`src/rtl/bitop_pkg.sv`:
```
// Shared types and constants for the bitop_arbiter block: opcode and FSM state
// encodings, plus the width of the optional grant counters.
package bitop_pkg;

    // Requester opcode encoding as seen on op0_i / op1_i.
    typedef enum logic [1:0] {
        OP_AND = 2'b00,
        OP_OR  = 2'b01,
        OP_XOR = 2'b10,
        OP_NOR = 2'b11
    } op_e;

    // One accepted operation walks IDLE -> EXEC -> RESP -> IDLE.
    typedef enum logic [1:0] {
        ST_IDLE = 2'b00,
        ST_EXEC = 2'b01,
        ST_RESP = 2'b10
    } state_e;

    // Width of the optional per-requester grant counters.
    localparam int unsigned CNT_W = 16;

endpackage

```
`src/rtl/bitop_arbiter_if.sv`:
```
// Request/response bundle of bitop_arbiter: two requesters, each with an
// opcode and two operands, a combinational grant strobe and a registered
// valid/ready response channel.
interface bitop_arbiter_if #(
    parameter int N = 8
);
    logic [1:0]   req_i;
    logic [1:0]   op0_i;
    logic [N-1:0] a0_i;
    logic [N-1:0] b0_i;
    logic [1:0]   op1_i;
    logic [N-1:0] a1_i;
    logic [N-1:0] b1_i;
    logic [1:0]   gnt_o;
    logic         rsp_valid_o;
    logic         rsp_ready_i;
    logic         rsp_id_o;
    logic [N-1:0] rsp_data_o;

    // Requesters and response consumer side.
    modport master (
        output req_i, op0_i, a0_i, b0_i, op1_i, a1_i, b1_i, rsp_ready_i,
        input  gnt_o, rsp_valid_o, rsp_id_o, rsp_data_o
    );

    // Arbiter side.
    modport slave (
        input  req_i, op0_i, a0_i, b0_i, op1_i, a1_i, b1_i, rsp_ready_i,
        output gnt_o, rsp_valid_o, rsp_id_o, rsp_data_o
    );
endinterface

```
`src/rtl/bitop_arbiter_unit.sv`:
```
// bitop_unit: purely combinational bitwise operator shared by both requesters.
// The result is exactly N bits; there is no carry or sign extension.
module bitop_unit
    import bitop_pkg::*;
#(
    parameter int N = 8
) (
    input  op_e          op,
    input  logic [N-1:0] a,
    input  logic [N-1:0] b,
    output logic [N-1:0] y
);

    // Select the bitwise function named by the opcode.
    always_comb begin
        // NOTE: give every always_comb output a value before any branch so no path can infer a latch.
        y = '0;
        case (op)
            OP_AND:  y = a & b;
            OP_OR:   y = a | b;
            OP_XOR:  y = a ^ b;
            default: y = ~(a | b);
        endcase
    end

endmodule

```
`src/rtl/bitop_arbiter.sv`:
```
// bitop_arbiter: round-robin arbiter between two requesters feeding one shared
// bitwise unit. A grant in IDLE captures the winner's opcode, operands and id,
// EXEC registers the result, and RESP presents it until the consumer accepts.
// Optional feature: define BITOP_ARBITER_STATS_EN to add the saturating
// per-requester grant counters gnt_cnt0_o / gnt_cnt1_o.
module bitop_arbiter
    import bitop_pkg::*;
#(
    parameter int N = 8
) (
    input  logic             clk,
    input  logic             rst_n,
    bitop_arbiter_if.slave   bus
`ifdef BITOP_ARBITER_STATS_EN
    ,
    output logic [CNT_W-1:0] gnt_cnt0_o,
    output logic [CNT_W-1:0] gnt_cnt1_o
`endif
);

    state_e       state_q, state_d;
    logic         prio_q, prio_d;   // requester that wins a simultaneous request
    logic         win;              // requester chosen this cycle
    logic [1:0]   gnt;              // grant before reset gating
    logic         take;             // a grant is issued this cycle
    op_e          op_sel;
    logic [N-1:0] a_sel, b_sel;

    op_e          op_q;
    logic [N-1:0] a_q, b_q;
    logic         id_q;
    logic [N-1:0] data_q;
    logic [N-1:0] y;

    // Next-state, arbitration and round-robin pointer update.
    always_comb begin
        state_d = state_q;
        prio_d  = prio_q;
        win     = 1'b0;
        gnt     = 2'b00;
        case (state_q)
            ST_IDLE: begin
                if (bus.req_i != 2'b00) begin
                    // A lone requester wins outright; a tie goes to the favoured one.
                    win     = (bus.req_i == 2'b11) ? prio_q : bus.req_i[1];
                    gnt     = win ? 2'b10 : 2'b01;
                    prio_d  = ~win;
                    state_d = ST_EXEC;
                end
            end
            ST_EXEC: state_d = ST_RESP;
            ST_RESP: begin
                if (bus.rsp_ready_i) begin
                    state_d = ST_IDLE;
                end
            end
            default: state_d = ST_IDLE;
        endcase
    end

    // Route the winner's opcode and operands toward the capture registers.
    always_comb begin
        op_sel = win ? op_e'(bus.op1_i) : op_e'(bus.op0_i);
        a_sel  = win ? bus.a1_i : bus.a0_i;
        b_sel  = win ? bus.b1_i : bus.b0_i;
    end

    assign take = (gnt != 2'b00);

    // State register and round-robin pointer.
    always_ff @(posedge clk or negedge rst_n) begin
        if (!rst_n) begin
            // NOTE: sequential state uses non-blocking assignments so every register samples pre-edge values.
            state_q <= ST_IDLE;
            prio_q  <= 1'b0;
        end else begin
            state_q <= state_d;
            prio_q  <= prio_d;
        end
    end

    // Capture the winning transaction on the grant edge.
    always_ff @(posedge clk or negedge rst_n) begin
        if (!rst_n) begin
            op_q <= OP_AND;
            a_q  <= '0;
            b_q  <= '0;
            id_q <= 1'b0;
        end else if (take) begin
            op_q <= op_sel;
            a_q  <= a_sel;
            b_q  <= b_sel;
            id_q <= win;
        end
    end

    bitop_unit #(.N(N)) u_unit (
        .op (op_q),
        .a  (a_q),
        .b  (b_q),
        .y  (y)
    );

    // Register the result at the end of EXEC; it then stays put through RESP.
    always_ff @(posedge clk or negedge rst_n) begin
        if (!rst_n) begin
            data_q <= '0;
        end else if (state_q == ST_EXEC) begin
            data_q <= y;
        end
    end

    // While reset is held the FSM sits in IDLE, so the strobe is masked explicitly.
    assign bus.gnt_o       = rst_n ? gnt : 2'b00;
    assign bus.rsp_valid_o = (state_q == ST_RESP);
    assign bus.rsp_id_o    = id_q;
    assign bus.rsp_data_o  = data_q;

`ifdef BITOP_ARBITER_STATS_EN
    logic [CNT_W-1:0] gnt_cnt0_q, gnt_cnt1_q;

    // Saturating grant counters, one per requester.
    always_ff @(posedge clk or negedge rst_n) begin
        if (!rst_n) begin
            gnt_cnt0_q <= '0;
            gnt_cnt1_q <= '0;
        end else begin
            if (gnt[0] && (gnt_cnt0_q != '1)) begin
                gnt_cnt0_q <= gnt_cnt0_q + 1'b1;
            end
            if (gnt[1] && (gnt_cnt1_q != '1)) begin
                gnt_cnt1_q <= gnt_cnt1_q + 1'b1;
            end
        end
    end

    assign gnt_cnt0_o = gnt_cnt0_q;
    assign gnt_cnt1_o = gnt_cnt1_q;
`endif

endmodule

```
`src/flat_wrapper.sv`:
```
// flat-port wrapper written by rule: the top's interface ports become plain ports
module bitop_arbiter_flat import bitop_pkg::*;
#(
    parameter int N = 8
)
  (clk, rst_n, bus_req_i, bus_op0_i, bus_a0_i, bus_b0_i, bus_op1_i, bus_a1_i, bus_b1_i, bus_rsp_ready_i, bus_gnt_o, bus_rsp_valid_o, bus_rsp_id_o, bus_rsp_data_o);
  bitop_arbiter_if #(.N(N)) bus_i ();
  input  logic clk;
  input  logic rst_n;
  input wire logic [$bits(bus_i.req_i)-1:0] bus_req_i;
  input wire logic [$bits(bus_i.op0_i)-1:0] bus_op0_i;
  input wire logic [$bits(bus_i.a0_i)-1:0] bus_a0_i;
  input wire logic [$bits(bus_i.b0_i)-1:0] bus_b0_i;
  input wire logic [$bits(bus_i.op1_i)-1:0] bus_op1_i;
  input wire logic [$bits(bus_i.a1_i)-1:0] bus_a1_i;
  input wire logic [$bits(bus_i.b1_i)-1:0] bus_b1_i;
  input wire logic [$bits(bus_i.rsp_ready_i)-1:0] bus_rsp_ready_i;
  output wire logic [$bits(bus_i.gnt_o)-1:0] bus_gnt_o;
  output wire logic [$bits(bus_i.rsp_valid_o)-1:0] bus_rsp_valid_o;
  output wire logic [$bits(bus_i.rsp_id_o)-1:0] bus_rsp_id_o;
  output wire logic [$bits(bus_i.rsp_data_o)-1:0] bus_rsp_data_o;
  assign bus_i.req_i = bus_req_i;
  assign bus_i.op0_i = bus_op0_i;
  assign bus_i.a0_i = bus_a0_i;
  assign bus_i.b0_i = bus_b0_i;
  assign bus_i.op1_i = bus_op1_i;
  assign bus_i.a1_i = bus_a1_i;
  assign bus_i.b1_i = bus_b1_i;
  assign bus_i.rsp_ready_i = bus_rsp_ready_i;
  assign bus_gnt_o = bus_i.gnt_o;
  assign bus_rsp_valid_o = bus_i.rsp_valid_o;
  assign bus_rsp_id_o = bus_i.rsp_id_o;
  assign bus_rsp_data_o = bus_i.rsp_data_o;
  bitop_arbiter #(.N(N)) u_core (.clk(clk), .rst_n(rst_n), .bus(bus_i));
endmodule
```
`config.mk`:
```
export PLATFORM = sky130hd
export DESIGN_NAME = bitop_arbiter_flat
export DESIGN_NICKNAME = d
export VERILOG_FILES = /design/src/rtl/bitop_pkg.sv /design/src/rtl/bitop_arbiter_if.sv /design/src/rtl/bitop_arbiter_unit.sv /design/src/rtl/bitop_arbiter.sv /design/src/flat_wrapper.sv
export SDC_FILE = /design/constraint.sdc
export NUM_CORES = 1
export LEC_CHECK = 0
export ABC_AREA = 0
export CAP_MARGIN = 20
export CORE_UTILIZATION = 35
export CTS_CLUSTER_DIAMETER = 200
export DETAILED_ROUTE_END_ITERATION = 10
export PLACE_DENSITY = 0.64
export REMOVE_ABC_BUFFERS = 1
export SLEW_MARGIN = 20
export SYNTH_ARGS = -nofsm -noshare
export SYNTH_HDL_FRONTEND = slang
export SYNTH_SLANG_ARGS = --single-unit
```
`constraint.sdc`:
```
create_clock -name clk -period 3.95 [get_ports clk]
set_input_delay 0.79 -clock clk [delete_from_list [all_inputs] [get_ports clk]]
set_output_delay 0.79 -clock clk [all_outputs]
set_load 0.02 [all_outputs]
```
Figure 1. Clock distribution.
(4 px per um)
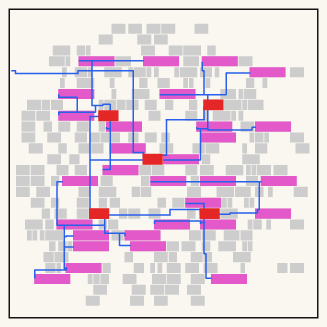
- cells driving clock nets: red (count 5)
- flip-flops: magenta (count 30)
- clock wires: blue (length 465 um)
- routed clock nets: 6
power dissipated in the clock network: 232 uW
relative contribution of the clock network to total power: 12.1%

Figure 2. Routing congestion.
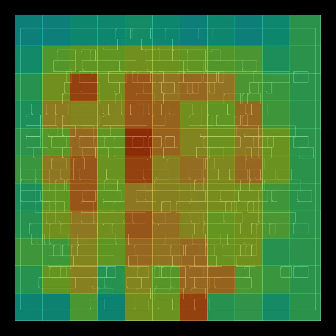
global routing met2 resource utilization: 28.84%
met1 Track Usage GR: 22.72%
GR Layer Usage met3: 4.643%
wire per inst: 14.98 um
post-layout utilization of the core: 49.79%

==> out/qor.log <==
qor: yosys.parity_gate_share_of_the_synthesized_area_counting_xor_and_xnor_cells 0%
qor: yosys.yosys.area.top_type_share 38.39%
qor: floorplanning.die_y 76.75 um
qor: floorplanning.dieArea 5891 um2
qor: timing.timing_hold_violations_final 0
qor: power.p_total 1.921 mW
qor: outcome.outcome finished clean
qor: worst_setup_path.rrSetupSlack 2.16 ns
qor: yosys.yosys_area 1956 um2
qor: job.warnings 33
qor: yosys.synth.avg_cell_area 9.681 um2
qor: min_path.min-delay-start u_core.bus.rsp_data_o[7]
qor: timing.tightest_slew 0.9921 ns
qor: global_route.globalRouteTotalUtil 17.51%
qor: timing.min_period_over_period 79.34%
qor: floorplanning.pin_count 53
qor: floorplanning.floorplan.core_area 5238 um2
qor: global_route.first_global_vias 1,645
qor: worst_setup_path.crit_path_start rst_n
qor: worst_setup_path.path_class in -> out
Figure 3. Layout detail.
Region (23, 8) to (53, 38) um. Cells in grey, sequential cells in the stronger grey; small squares are vias.
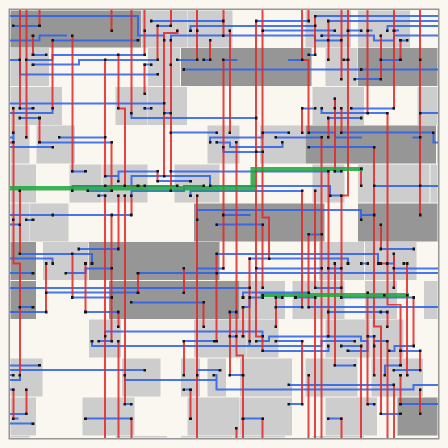
- met3: green
- met1: blue
- met2: red
- cells with their middle in the window: 53
- most frequent: dfrtp_1 (8), clkdlybuf4s50_1 (7), and3_1 (5)
- sequential cells in the window: 8
- netlist names of flops here include: u_core.b_q (3), u_core.a_q (2)

Figure 4. Gate-type map.
(8 px per um)
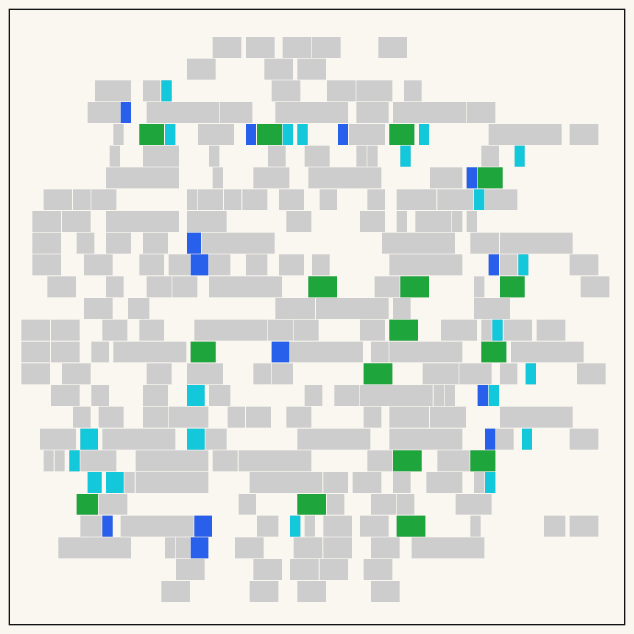
- NAND gates: blue (cells 13; most used nand2_1)
- NOR gates: cyan (cells 21; most used nor2_1)
- AND-OR and OR-AND gates: green (cells 16; most used a211o_1)
share of cell area taken by multi-input logic gates: 39.64%
number of standard cells in the final layout excluding fillers: 320

==> worst max-delay path, delay by kind of cell <==
kind / cells / cell delay [ns]
buf+inv: 3 / 1.36
simple gates: 1 / 0.19
==> area by class of cell <==
| type | instances | share of cell area, % |
|---|---|---|
| clock buffers | 7 | 2.927 |
| inverters | 19 | 2.735 |
| multi-input cells | 133 | 39.64 |
| flip-flops and latches | 30 | 28.79 |
| well taps | 70 | 3.359 |
| repair buffers | 61 | 22.55 |
==> per-layer routing <==
layer / wire length (um) / GRT usage (%)
met5: 0 / 0
met4: 29 / 4.038
met3: 192 / 4.643
met2: 2341 / 28.84
met1: 2231 / 22.72
Power and IR drop assume default switching activity.
